==> run_1/m1.png <==
Supply wires on this layer in grey. Cells faint in the background.
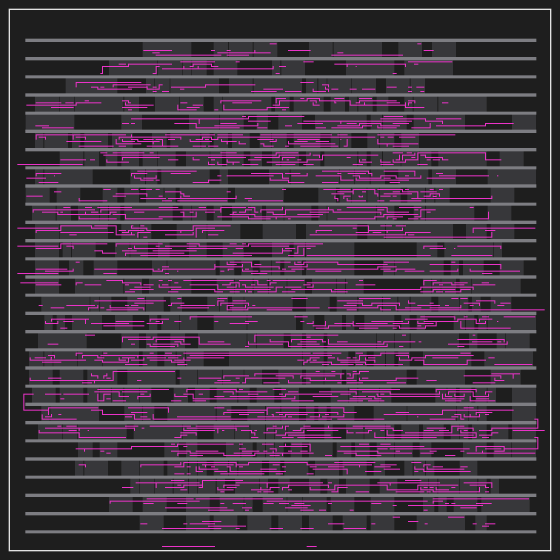
==> run_1/port_trees.png <==
Bar = 20 um.
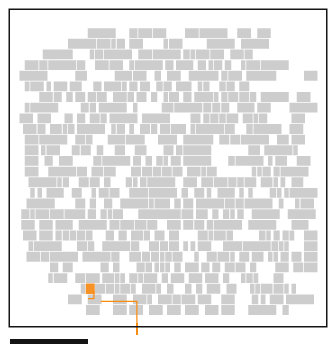
==> run_1/congestion_map.png <==
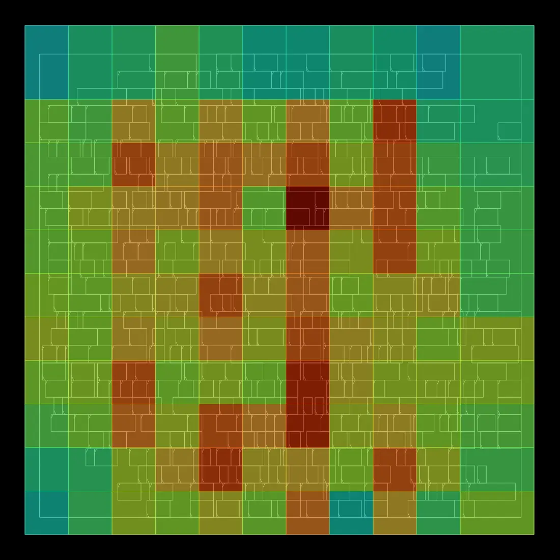
File: src/rtl/multicycle_control.sv
// rtl/multicycle_control.sv - multicycle CPU control FSM with memory timeout and retire counter
//
// Purpose: sequences FETCH/DECODE/execute states of a multicycle datapath,
//   drives the datapath strobes and mux selects as Moore outputs (IRWrite and
//   PCWrite in FETCH follow mem_ready), traps to a sticky FAULT state when a
//   memory access waits too long, and counts retired instructions.
// Ports:
//   clk          rising-edge clock
//   reset        synchronous, active-low reset
//   opcode[5:0]  instruction opcode, sampled in DECODE
//   mem_ready    memory access completes this cycle (FETCH, MEMRD, MEMWR only)
//   PCWrite, PCWriteCond, IorD, MemRead, MemWrite, IRWrite   PC/memory strobes
//   MemToReg, RegDst, RegWrite, ALUSrcA, Jal                  regfile/ALU strobes
//   ALUSrcB[1:0], ALUOp[1:0], PCSource[1:0]                   mux selects, ALU mode
//   state[3:0]   current state encoding
//   fault        sticky error flag (set while in FAULT)
//   instr_count  retired-instruction count, wraps
// Configuration macro: CTRL_ILLEGAL_TRAP_EN
//   defined   - undefined opcode in DECODE traps to FAULT without retiring
//   undefined - undefined opcode behaves as a NOP and retires

module multicycle_control #(
   parameter int WIDTH       = 32,
   parameter int MEM_TIMEOUT = 15
) (
   input  logic             clk,
   input  logic             reset,
   input  logic [5:0]       opcode,
   input  logic             mem_ready,
   output logic             PCWrite,
   output logic             PCWriteCond,
   output logic             IorD,
   output logic             MemRead,
   output logic             MemWrite,
   output logic             IRWrite,
   output logic             MemToReg,
   output logic             RegDst,
   output logic             RegWrite,
   output logic             ALUSrcA,
   output logic             Jal,
   output logic [1:0]       ALUSrcB,
   output logic [1:0]       ALUOp,
   output logic [1:0]       PCSource,
   output logic [3:0]       state,
   output logic             fault,
   output logic [WIDTH-1:0] instr_count
);

   typedef enum logic [3:0] {
      S_FETCH  = 4'd0,
      S_DECODE = 4'd1,
      S_MEMADR = 4'd2,
      S_MEMRD  = 4'd3,
      S_MEMWB  = 4'd4,
      S_MEMWR  = 4'd5,
      S_EXEC   = 4'd6,
      S_ALUWB  = 4'd7,
      S_BRANCH = 4'd8,
      S_JUMP   = 4'd9,
      S_FAULT  = 4'd10
   } state_t;

   localparam logic [5:0] OP_RTYPE = 6'd0;
   localparam logic [5:0] OP_J     = 6'd2;
   localparam logic [5:0] OP_JAL   = 6'd3;
   localparam logic [5:0] OP_LW    = 6'd4;
   localparam logic [5:0] OP_SW    = 6'd5;
   localparam logic [5:0] OP_BEQ   = 6'd6;

   localparam logic [7:0]       TIMEOUT   = 8'(MEM_TIMEOUT);
   localparam logic [WIDTH-1:0] COUNT_ONE = {{(WIDTH-1){1'b0}}, 1'b1};

   state_t     state_q;
   state_t     state_d;
   logic [5:0] op_q;
   logic [7:0] wait_cnt;
   logic       waiting;
   logic       timed_out;
   logic       retire;

   // Only the three memory-handshake states watch mem_ready.
   assign waiting   = (state_q == S_FETCH) || (state_q == S_MEMRD) || (state_q == S_MEMWR);
   assign timed_out = waiting && !mem_ready && (wait_cnt == TIMEOUT);

   // FAULT never leaves except through reset, so any move into FETCH from
   // another state is an instruction completing (including the NOP path).
   assign retire = (state_d == S_FETCH) && (state_q != S_FETCH);

   assign state = state_q;
   assign fault = (state_q == S_FAULT);

   always_ff @(posedge clk) begin
      if (!reset) begin
         state_q     <= S_FETCH;
         op_q        <= '0;
         wait_cnt    <= '0;
         instr_count <= '0;
      end else begin
         state_q <= state_d;
         if (state_q == S_DECODE) begin
            op_q <= opcode;
         end
         // Any state change clears the counter, which covers entry into
         // each waiting state; it only advances while a wait is stalled.
         if (state_d != state_q) begin
            wait_cnt <= '0;
         end else if (waiting && !mem_ready) begin
            wait_cnt <= wait_cnt + 8'd1;
         end
         if (retire) begin
            instr_count <= instr_count + COUNT_ONE;
         end
      end
   end

   always_comb begin
      state_d     = state_q;
      PCWrite     = 1'b0;
      PCWriteCond = 1'b0;
      IorD        = 1'b0;
      MemRead     = 1'b0;
      MemWrite    = 1'b0;
      IRWrite     = 1'b0;
      MemToReg    = 1'b0;
      RegDst      = 1'b0;
      RegWrite    = 1'b0;
      ALUSrcA     = 1'b0;
      Jal         = 1'b0;
      ALUSrcB     = 2'b00;
      ALUOp       = 2'b00;
      PCSource    = 2'b00;

      case (state_q)
         S_FETCH: begin
            MemRead = 1'b1;
            ALUSrcB = 2'b01;
            IRWrite = mem_ready;
            PCWrite = mem_ready;
            // A completing access wins over a timeout in the same cycle.
            if (mem_ready) begin
               state_d = S_DECODE;
            end else if (timed_out) begin
               state_d = S_FAULT;
            end
         end
         S_DECODE: begin
            ALUSrcB = 2'b11;
            case (opcode)
               OP_RTYPE:      state_d = S_EXEC;
               OP_LW, OP_SW:  state_d = S_MEMADR;
               OP_BEQ:        state_d = S_BRANCH;
               OP_J, OP_JAL:  state_d = S_JUMP;
`ifdef CTRL_ILLEGAL_TRAP_EN
               default:       state_d = S_FAULT;
`else
               default:       state_d = S_FETCH;
`endif
            endcase
         end
         S_MEMADR: begin
            ALUSrcA = 1'b1;
            ALUSrcB = 2'b10;
            state_d = (op_q == OP_LW) ? S_MEMRD : S_MEMWR;
         end
         S_MEMRD: begin
            MemRead = 1'b1;
            IorD    = 1'b1;
            if (mem_ready) begin
               state_d = S_MEMWB;
            end else if (timed_out) begin
               state_d = S_FAULT;
            end
         end
         S_MEMWB: begin
            RegWrite = 1'b1;
            MemToReg = 1'b1;
            state_d  = S_FETCH;
         end
         S_MEMWR: begin
            MemWrite = 1'b1;
            IorD     = 1'b1;
            if (mem_ready) begin
               state_d = S_FETCH;
            end else if (timed_out) begin
               state_d = S_FAULT;
            end
         end
         S_EXEC: begin
            ALUSrcA = 1'b1;
            ALUOp   = 2'b10;
            state_d = S_ALUWB;
         end
         S_ALUWB: begin
            RegDst   = 1'b1;
            RegWrite = 1'b1;
            state_d  = S_FETCH;
         end
         S_BRANCH: begin
            ALUSrcA     = 1'b1;
            ALUOp       = 2'b01;
            PCWriteCond = 1'b1;
            PCSource    = 2'b01;
            state_d     = S_FETCH;
         end
         S_JUMP: begin
            PCWrite  = 1'b1;
            PCSource = 2'b10;
            if (op_q == OP_JAL) begin
               Jal      = 1'b1;
               RegWrite = 1'b1;
            end
            state_d = S_FETCH;
         end
         S_FAULT: begin
            state_d = S_FAULT;
         end
         default: begin
            // Unused encodings are treated as corruption.
            state_d = S_FAULT;
         end
      endcase

      // Held in reset: no strobe may fire, not even the FETCH Moore outputs.
      if (!reset) begin
         PCWrite     = 1'b0;
         PCWriteCond = 1'b0;
         IorD        = 1'b0;
         MemRead     = 1'b0;
         MemWrite    = 1'b0;
         IRWrite     = 1'b0;
         MemToReg    = 1'b0;
         RegDst      = 1'b0;
         RegWrite    = 1'b0;
         ALUSrcA     = 1'b0;
         Jal         = 1'b0;
         ALUSrcB     = 2'b00;
         ALUOp       = 2'b00;
         PCSource    = 2'b00;
      end
   end

endmodule

File: config.mk
export PLATFORM = sky130hd
export DESIGN_NAME = multicycle_control
export DESIGN_NICKNAME = d
export VERILOG_FILES = /design/src/rtl/multicycle_control.sv
export SDC_FILE = /design/constraint.sdc
export NUM_CORES = 1
export LEC_CHECK = 0
export CORE_MARGIN = 2
export CORE_UTILIZATION = 50
export CTS_CLUSTER_SIZE = 24
export DETAILED_ROUTE_END_ITERATION = 7
export PLACE_DENSITY = 0.78
export SYNTH_ARGS = -nofsm -noshare
export SYNTH_HDL_FRONTEND = slang
export SYNTH_SLANG_ARGS = --single-unit
export TNS_END_PERCENT = 1
File: constraint.sdc
create_clock -name clk -period 2.9 [get_ports clk]
set_input_delay 0.435 -clock clk [delete_from_list [all_inputs] [get_ports clk]]
set_output_delay 0.435 -clock clk [all_outputs]
set_load 0.005 [all_outputs]
==> flow_metrics.env, run 1 <==
# implementation run metrics
export IMPL_tool_warnings=27
export IMPL_cts_max_level=2
export IMPL_hpwl_um=5480
export IMPL_crit_family="simple AND/OR/NAND/NOR gates"
export IMPL_ys_seq_share_pct=34.0
export IMPL_avgViaCountPerCell=6.00
export IMPL_status="completed"
export IMPL_yosys_stat_area_um2=2940
export IMPL_place_inst=504
export IMPL_nonClkBufAreaFrac_pct=21.9
export IMPL_core_um2=5610
export IMPL_synth_cell_type_count=48
export IMPL_cts_resized=0
export IMPL_use_met3_pct=2.81
export IMPL_grt_antenna_before_repair=0
export IMPL_whs_path_depth=2
export IMPL_cts_tree="done"
export IMPL_nFlopsAndLatches=50
export IMPL_ir_drop_mv=0.217
export IMPL_worst_r2r_path_depth=6
export IMPL_synthArstFlopShare_pct=0
export IMPL_grtUsageMet2_pct=37.3
export IMPL_powerClk_mw=0.488
export IMPL_rr_startpoint="wait_cnt[4]$_SDFFE_PP0P_"
export IMPL_drc=0
export IMPL_slew_violations=0
export IMPL_crit_type="input pin to flip-flop"
export IMPL_clock_path_buffers=2
export IMPL_cp_required_ns=3.14
export IMPL_routed_wl_um=7690
export IMPL_route_met2_wl_um=3560
export IMPL_cellLeakagePower_nw=1.27
export IMPL_placed_area_um2=3750
export IMPL_fp_dieW_um=80.7
export IMPL_yosysCellCount=365
export IMPL_grt_overflow=0
About m1.png:
The wires run mostly horizontal. The layer carries 3650 um of wire.

About port_trees.png:
Key: orange = PCWrite [bits 1, direction output, end cells 1, buffers 1, wire 18.6 um]
Port-buffer cells: 62
number of I/O pins: 63

About congestion_map.png:
GRT met1 Usage: 35.0%
Util after Layout: 69.8%

[run 1: synth_stat cells (4+ instances only)]
library cell | number | area [um^2]
or3_1 | 5 | 31.3
a21oi_1 | 26 | 130
inv_1 | 4 | 15.0
or4_1 | 12 | 90.1
buf_2 | 7 | 35.0
nand3_1 | 23 | 115
nor4_2 | 10 | 125
clkbuf_1 | 14 | 52.6
nand2b_1 | 20 | 125
mux2i_1 | 17 | 170
nand2_1 | 48 | 180
dfxtp_1 | 50 | 1000
nand4_1 | 9 | 56.3
o21ai_0 | 4 | 20.0
nor2_1 | 23 | 86.3
and2_1 | 5 | 31.3
nor3_1 | 12 | 60.1
o31ai_1 | 13 | 97.6
nor4_1 | 7 | 43.8
and3_1 | 7 | 43.8
xnor2_1 | 4 | 35.0
xor2_1 | 5 | 43.8
[run 1: registers in the layout, summed over array words and instances, names as in the netlist]
register     count
instr_count     32
op_q             6
state            4
wait_cnt         8
[run 1: cell families (layout without fill, tap and decap cells)]
group,count (synthesis),count (layout),share of synthesized area (%)
AOI/OAI and AO/OA,60,60,13.3
xor gates and xnor gates,9,9,2.68
adders and majority gates,2,2,0.851
buffers and inverters,30,105,5.15
DFF,50,50,34.0
muxes,17,17,5.78
and+or+nand+nor,197,197,38.2
[run 1: cells in the final DEF, fill, tap and decap left out, types with 3 or more instances in the layout]
cell type         n
a21oi_1          25
nor4_1            6
xnor2_1           4
or3_1             5
o21ai_0           4
nand2b_1         20
and2_1            5
a211oi_1          3
and4_1            3
or4_1            11
nand2_1          48
clkdlybuf4s50_1  62
dfxtp_1          50
nand4_1           9
o31ai_1          13
nor4_2            7
xor2_1            5
nor3_1           12
or2_2             3
nand3_1          23
clkbuf_8          5
and3_1            7
mux2i_1          17
nor2_1           23
nor4_4            4
buf_4            30
inv_1             4
## Run 2: what changed since run 1
--- a/config.mk
+++ b/config.mk
@@ -5,6 +5,7 @@
 export SDC_FILE = /design/constraint.sdc
 export NUM_CORES = 1
 export LEC_CHECK = 0
+export ABC_CLOCK_PERIOD_IN_PS = 2900
 export CORE_MARGIN = 2
 export CORE_UTILIZATION = 50
 export CTS_CLUSTER_SIZE = 24
==> run_2/congestion_map.png <==
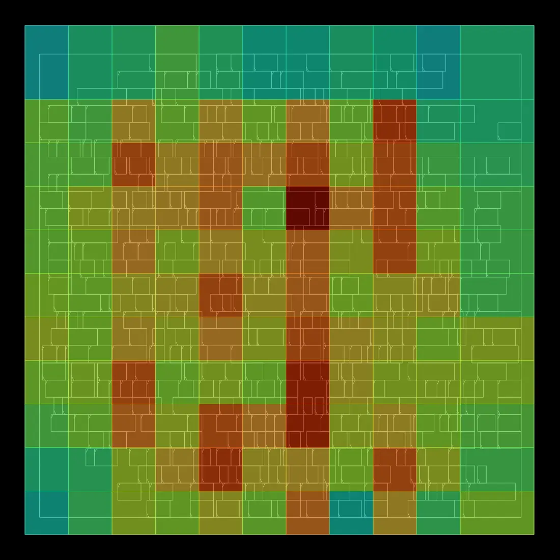
wire per inst: 15.0 um
GRT Total Usage: 24.1%
global routing usage on met2: 37.3%
GRT busiest layer: met2

==> run_2/m2.png <==
Cells faint in the background.
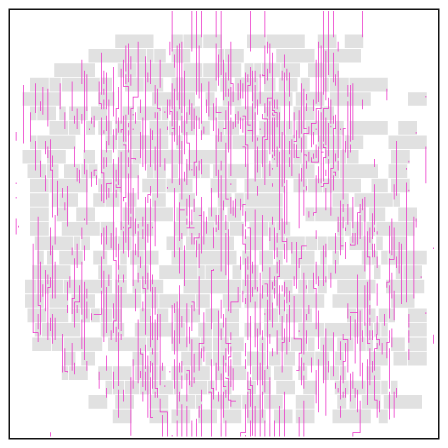
The layer carries 3560 um of wire. The layer holds 46% of the routed length. 392 nets have wire on it. The longest straight run is 22.4 um. The wires run mostly vertical.
total wire length: 7690 um
routed vias: 3074

==> run_2/ff_map.png <==
Other sequential cells in the stronger grey, the rest of the logic in the fainter grey.
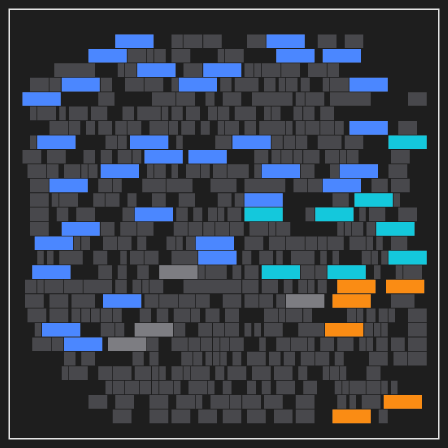
Key: orange = op_q [flops 6]; cyan = wait_cnt [flops 8, where east]; blue = instr_count [flops 32]
register area: 1000 um^2
sequential cell area share: 25.6%
P_seq: 0.703 mW

==> flow_metrics.env, run 2 <==
# implementation run metrics
export IMPL_hold_end="op_q[3]$_SDFFE_PN0P_"
export IMPL_finalSetupViolCount=0
export IMPL_drc=0
export IMPL_core_um2=5610
export IMPL_power_mw=1.38
export IMPL_ios=63
export IMPL_tool_warnings=27
export IMPL_yosysTopAreaCell="dfxtp_1"
export IMPL_area_growth_syn_to_layout_pct=33.0
export IMPL_clock_path_buffers=2
export IMPL_power_frac_seq_pct=51.1
export IMPL_hp_start="op_q[3]$_SDFFE_PN0P_"
export IMPL_crit_family="simple AND/OR/NAND/NOR gates"
export IMPL_timing_final_hold_violations=0
export IMPL_common_cells="50 x dfxtp_1, 48 x nand2_1, 26 x a21oi_1"
export IMPL_yosysCellCount=365
export IMPL_topCellsByArea="dfxtp_1 34%, nand2_1 6.1%, mux2i_1 5.8%, a21oi_1 4.4%, nand2b_1 4.3%"
export IMPL_powerClk_mw=0.488
export IMPL_lay_top_cells="62 x clkdlybuf4s50_1, 50 x dfxtp_1, 48 x nand2_1"
export IMPL_cellLeakagePower_nw=1.27
export IMPL_worst_slew_pin_slew_ns=0.836
export IMPL_power_density_nw_per_um2=352
export IMPL_cp_slowest_cell="or4_4"
export IMPL_grt_antenna_before_repair=0
export IMPL_slew_violations=0
export IMPL_fin_crit_ns=2.87
export IMPL_hpwl_um=5480
export IMPL_yosys_stat_area_um2=2940
export IMPL_largest_register_ffs=32
export IMPL_nFillCells=476
export IMPL_crit_type="input pin to flip-flop"
export IMPL_whs_path_depth=2
export IMPL_synth_cell_type_count=48
export IMPL_yosysMostFrequentCell="dfxtp_1"
export IMPL_drv_cap=0
export IMPL_worst_r2r_path_depth=6
export IMPL_rr_startpoint="wait_cnt[4]$_SDFFE_PP0P_"
export IMPL_ys_seq_share_pct=34.0
export IMPL_power_frac_clock_pct=35.4
export IMPL_ant_nets=0
export IMPL_p_comb_share_pct=13.4
export IMPL_syn_area_um2=2940
export IMPL_cp_num_buf_inv=1
export IMPL_top_regs="instr_count x32, wait_cnt x8, op_q x6"
export IMPL_fp_dieW_um=80.7
export IMPL_cp_required_ns=3.14
export IMPL_layout_top_cell="clkdlybuf4s50_1"
export IMPL_largest_register="instr_count"
export IMPL_io_buffer_count=62
export IMPL_postCtsSetupRepairBufs=0
export IMPL_cp_slowest_stage_delay_ns=0.72
export IMPL_avgViaCountPerCell=6.00
export IMPL_place_inst=504
export IMPL_cp_end_kind="flip-flop"
export IMPL_r2r_end="instr_count[29]$_SDFFE_PN0P_"
export IMPL_synthArstFlopShare_pct=0
export IMPL_final_net_count=450
export IMPL_ys_flops=50
export IMPL_cts_tree="done"
export IMPL_ir_drop_mv=0.217
export IMPL_grt_overflow=0
export IMPL_internal_power_mw=1.04
export IMPL_status="completed"
export IMPL_post_route_period_util_pct=99.0
export IMPL_top_area_share_pct=34.0
export IMPL_chipArea_um2=6510
export IMPL_pg_comb_mw=0.185
export IMPL_cts_max_level=2
==> run 2: area by class of cell <==
| cell class | count | area (um^2) | share of cell area (%) |
|---|---|---|---|
| clock buffers | 7 | 76.3 | 1.95 |
| clock inverters | 1 | 30.0 | 0.767 |
| inverters | 4 | 15.0 | 0.384 |
| multi-input cells | 285 | 1840 | 47.1 |
| flip-flops and latches | 50 | 1000 | 25.6 |
| well taps | 72 | 90.1 | 2.30 |
| repair buffers | 93 | 857 | 21.9 |
==> run 2: per-layer routing <==
metal,global-route usage (%),up-vias,wire length (um)
met4,7.63,0,113
met2,37.3,95,3560
met1,35.0,1467,3650
met5,0,-,0
met3,2.81,14,371
li1,-,1498,-
==> run 2: what timing repair did <==
| action | in CTS | in global routing |
|---|---|---|
| resized | 0 | 9 |
| endpoints found under the setup margin | 0 | 21 |
| hold endpoints to repair | 0 | 0 |
==> run 2: kinds of logic (layout without fill, tap and decap cells) <==
| group | after synthesis | after routing | share of synthesized area [%] |
|---|---|---|---|
| flops | 50 | 50 | 34.0 |
| xor+xnor | 9 | 9 | 2.68 |
| fa+ha+maj | 2 | 2 | 0.851 |
| mux | 17 | 17 | 5.78 |
| compound gates | 60 | 60 | 13.3 |
| buf+inv | 30 | 105 | 5.15 |
| simple gates | 197 | 197 | 38.2 |
==> run 2: through the flow <==
step / util (%) / hold slack, ns / area [um^2] / setup TNS (ns)
finish: 69.8 / 0.459 / 3910 / 0
floorplan: - / 0.436 / 2940 / 0
global placement: 66.8 / 0.446 / 3750 / -4.87
detailed placement: 66.8 / 0.447 / 3750 / -6.71
global route: 69.8 / 0.473 / 3910 / -0.269
CTS: 68.7 / 0.460 / 3850 / 0
## Run 3: what changed since run 2
--- a/config.mk
+++ b/config.mk
@@ -6,11 +6,10 @@
 export NUM_CORES = 1
 export LEC_CHECK = 0
 export ABC_CLOCK_PERIOD_IN_PS = 2900
-export CORE_MARGIN = 2
-export CORE_UTILIZATION = 50
-export CTS_CLUSTER_SIZE = 24
+export CORE_UTILIZATION = 45
+export CTS_CLUSTER_SIZE = 40
 export DETAILED_ROUTE_END_ITERATION = 7
-export PLACE_DENSITY = 0.78
+export PLACE_DENSITY = 0.71
 export SYNTH_ARGS = -nofsm -noshare
 export SYNTH_HDL_FRONTEND = slang
 export SYNTH_SLANG_ARGS = --single-unit
==> run_3/m1.png <==
Supply wires on this layer in grey. Cells faint in the background.
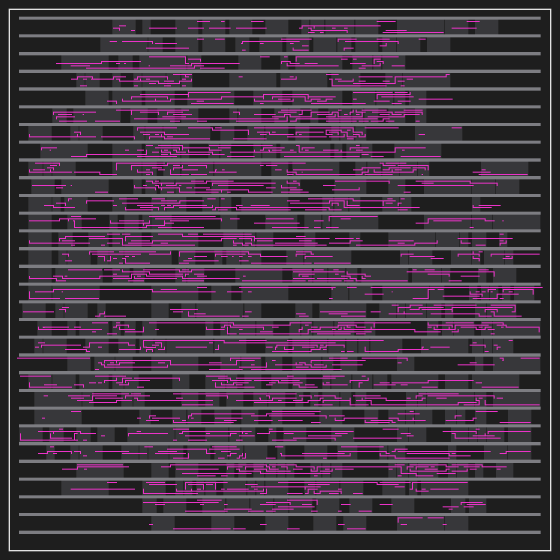
The layer carries 3620 um of wire. The layer holds 49% of the routed length. 410 nets have wire on it. The wires run mostly horizontal. The longest straight run is 26.2 um.
routed vias: 2912
total wire length: 7440 um
GRT met1 Usage: 30.4%

==> run_3/m2.png <==
Cells faint in the background.
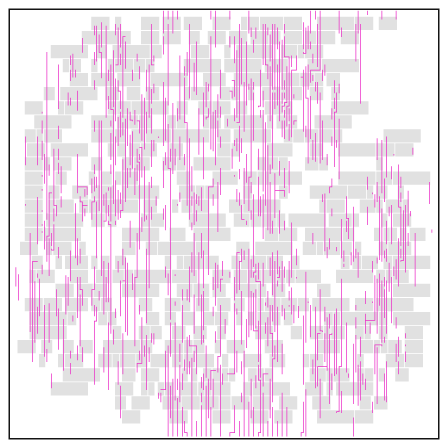
global routing usage on met2: 34.4%

==> run_3/ff_map.png <==
Other sequential cells in the stronger grey, the rest of the logic in the fainter grey.
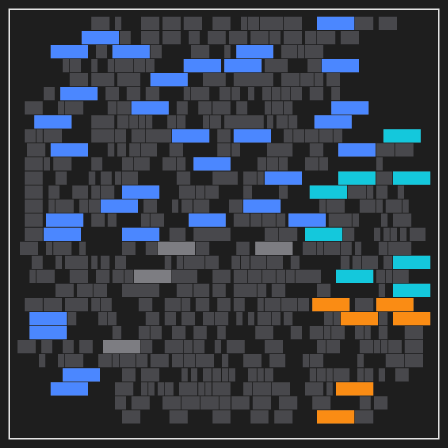
Key: cyan = wait_cnt [flops 8, where east]; orange = op_q [flops 6, where south-east]; blue = instr_count [flops 32, where widely spread]
P_seq: 0.704 mW
sequential cell area share: 25.6%
Util after Layout: 61.9%

==> flow_metrics.env, run 3 <==
# implementation run metrics
export IMPL_cts_max_level=2
export IMPL_met1_length_um=3620
export IMPL_status="completed"
export IMPL_crit_family="simple AND/OR/NAND/NOR gates"
export IMPL_cts_tree="done"
export IMPL_whs_path_depth=2
export IMPL_grt_antenna_before_repair=0
export IMPL_yosys_stat_area_um2=2940
export IMPL_lay_top_cells="62 x clkdlybuf4s50_1, 50 x dfxtp_1, 48 x nand2_1"
export IMPL_cellLeakagePower_nw=1.27
export IMPL_core_um2=6310
export IMPL_ys_flops=50
export IMPL_cp_end_kind="flip-flop"
export IMPL_internal_power_mw=0.957
export IMPL_final_net_count=451
export IMPL_powerClk_mw=0.406
export IMPL_power_frac_clock_pct=31.2
export IMPL_hpwl_um=5440
export IMPL_worst_r2r_path_depth=8
export IMPL_wl_met3_um=304
export IMPL_synth_cell_type_count=48
export IMPL_io_buffer_count=62
export IMPL_route_met2_wl_um=3490
export IMPL_pg_comb_mw=0.192
export IMPL_fin_crit_ns=2.84
export IMPL_worst_slew_pin_slew_ns=0.591
export IMPL_clock_path_buffers=2
export IMPL_area_growth_syn_to_layout_pct=32.8
export IMPL_cp_slowest_cell="or4_4"
export IMPL_cp_num_buf_inv=2
export IMPL_topCellsByArea="dfxtp_1 34%, nand2_1 6.1%, mux2i_1 5.8%, a21oi_1 4.4%, nand2b_1 4.3%"
export IMPL_rr_startpoint="state[3]$_SDFF_PN0_"
export IMPL_power_density_nw_per_um2=333
export IMPL_crit_type="input pin to flip-flop"
export IMPL_ir_drop_mv=0.239
export IMPL_final_area_um2=3910
export IMPL_drc=0
export IMPL_slew_violations=0
export IMPL_yosysCellCount=365
export IMPL_avgViaCountPerCell=5.62
export IMPL_cp_slowest_stage_delay_ns=0.56
export IMPL_hold_ws_ns=0.459
export IMPL_chipArea_um2=6860
==> run 3: cell counts after synthesis <==
Identical to the previous run, type by type.
==> run 3: worst max path at each step <==
| stage | endpoint | startpoint | slack [ns] | cells past startpoint |
|---|---|---|---|---|
| 2_1_floorplan | instr_count[4]$_SDFFE_PN0P_ | state[3]$_SDFF_PN0_ | 0.39 | 9 |
| 3_3_place_gp | instr_count[30]$_SDFFE_PN0P_ | mem_ready | -0.16 | 9 |
| 3_5_place_dp | instr_count[26]$_SDFFE_PN0P_ | mem_ready | -0.24 | 9 |
| 4_1_cts | instr_count[26]$_SDFFE_PN0P_ | mem_ready | 0.08 | 9 |
| 5_1_grt | instr_count[26]$_SDFFE_PN0P_ | mem_ready | 0.0004 | 9 |
| 6_report | instr_count[19]$_SDFFE_PN0P_ | mem_ready | 0.06 | 8 |
==> run 3: logic make-up (layout without fill, tap and decap cells) <==
kind of cell	after synthesis	in the layout	share of synthesized area, %
simple gates	197	197	38.2
compound gates	60	60	13.3
flops	50	50	34.0
buf+inv	30	106	5.15
mux	17	17	5.78
xor+xnor	9	9	2.68
fa+ha+maj	2	2	0.851
==> run 3: stage by stage <==
| stage | TNS (ns) | cells |
|---|---|---|
| 2_1_floorplan | 0 | 365 |
| 3_3_place_gp | -3.35 | 510 |
| 3_5_place_dp | -4.79 | 510 |
| 4_1_cts | 0 | 518 |
| 5_1_grt | 0 | 518 |
| 6_report | 0 | 518 |
==> run 3: timing repair <==
action                                  CTS  global route
setup buffers                             0             0
endpoints found under the setup margin    0             6
gates resized                             0             5
==> run 3: area by class of cell <==
cell class	count	area, um^2	area share (%)
clock buffer	6	72.6	1.86
tap	77	96.3	2.47
inverter	4	15.0	0.384
clock inverter	2	13.8	0.352
timing repair buffer	94	886	22.7
multi-input combinational	285	1820	46.6
sequential	50	1000	25.6
Power figures rest on the tool's default switching activity, not on a simulated workload.
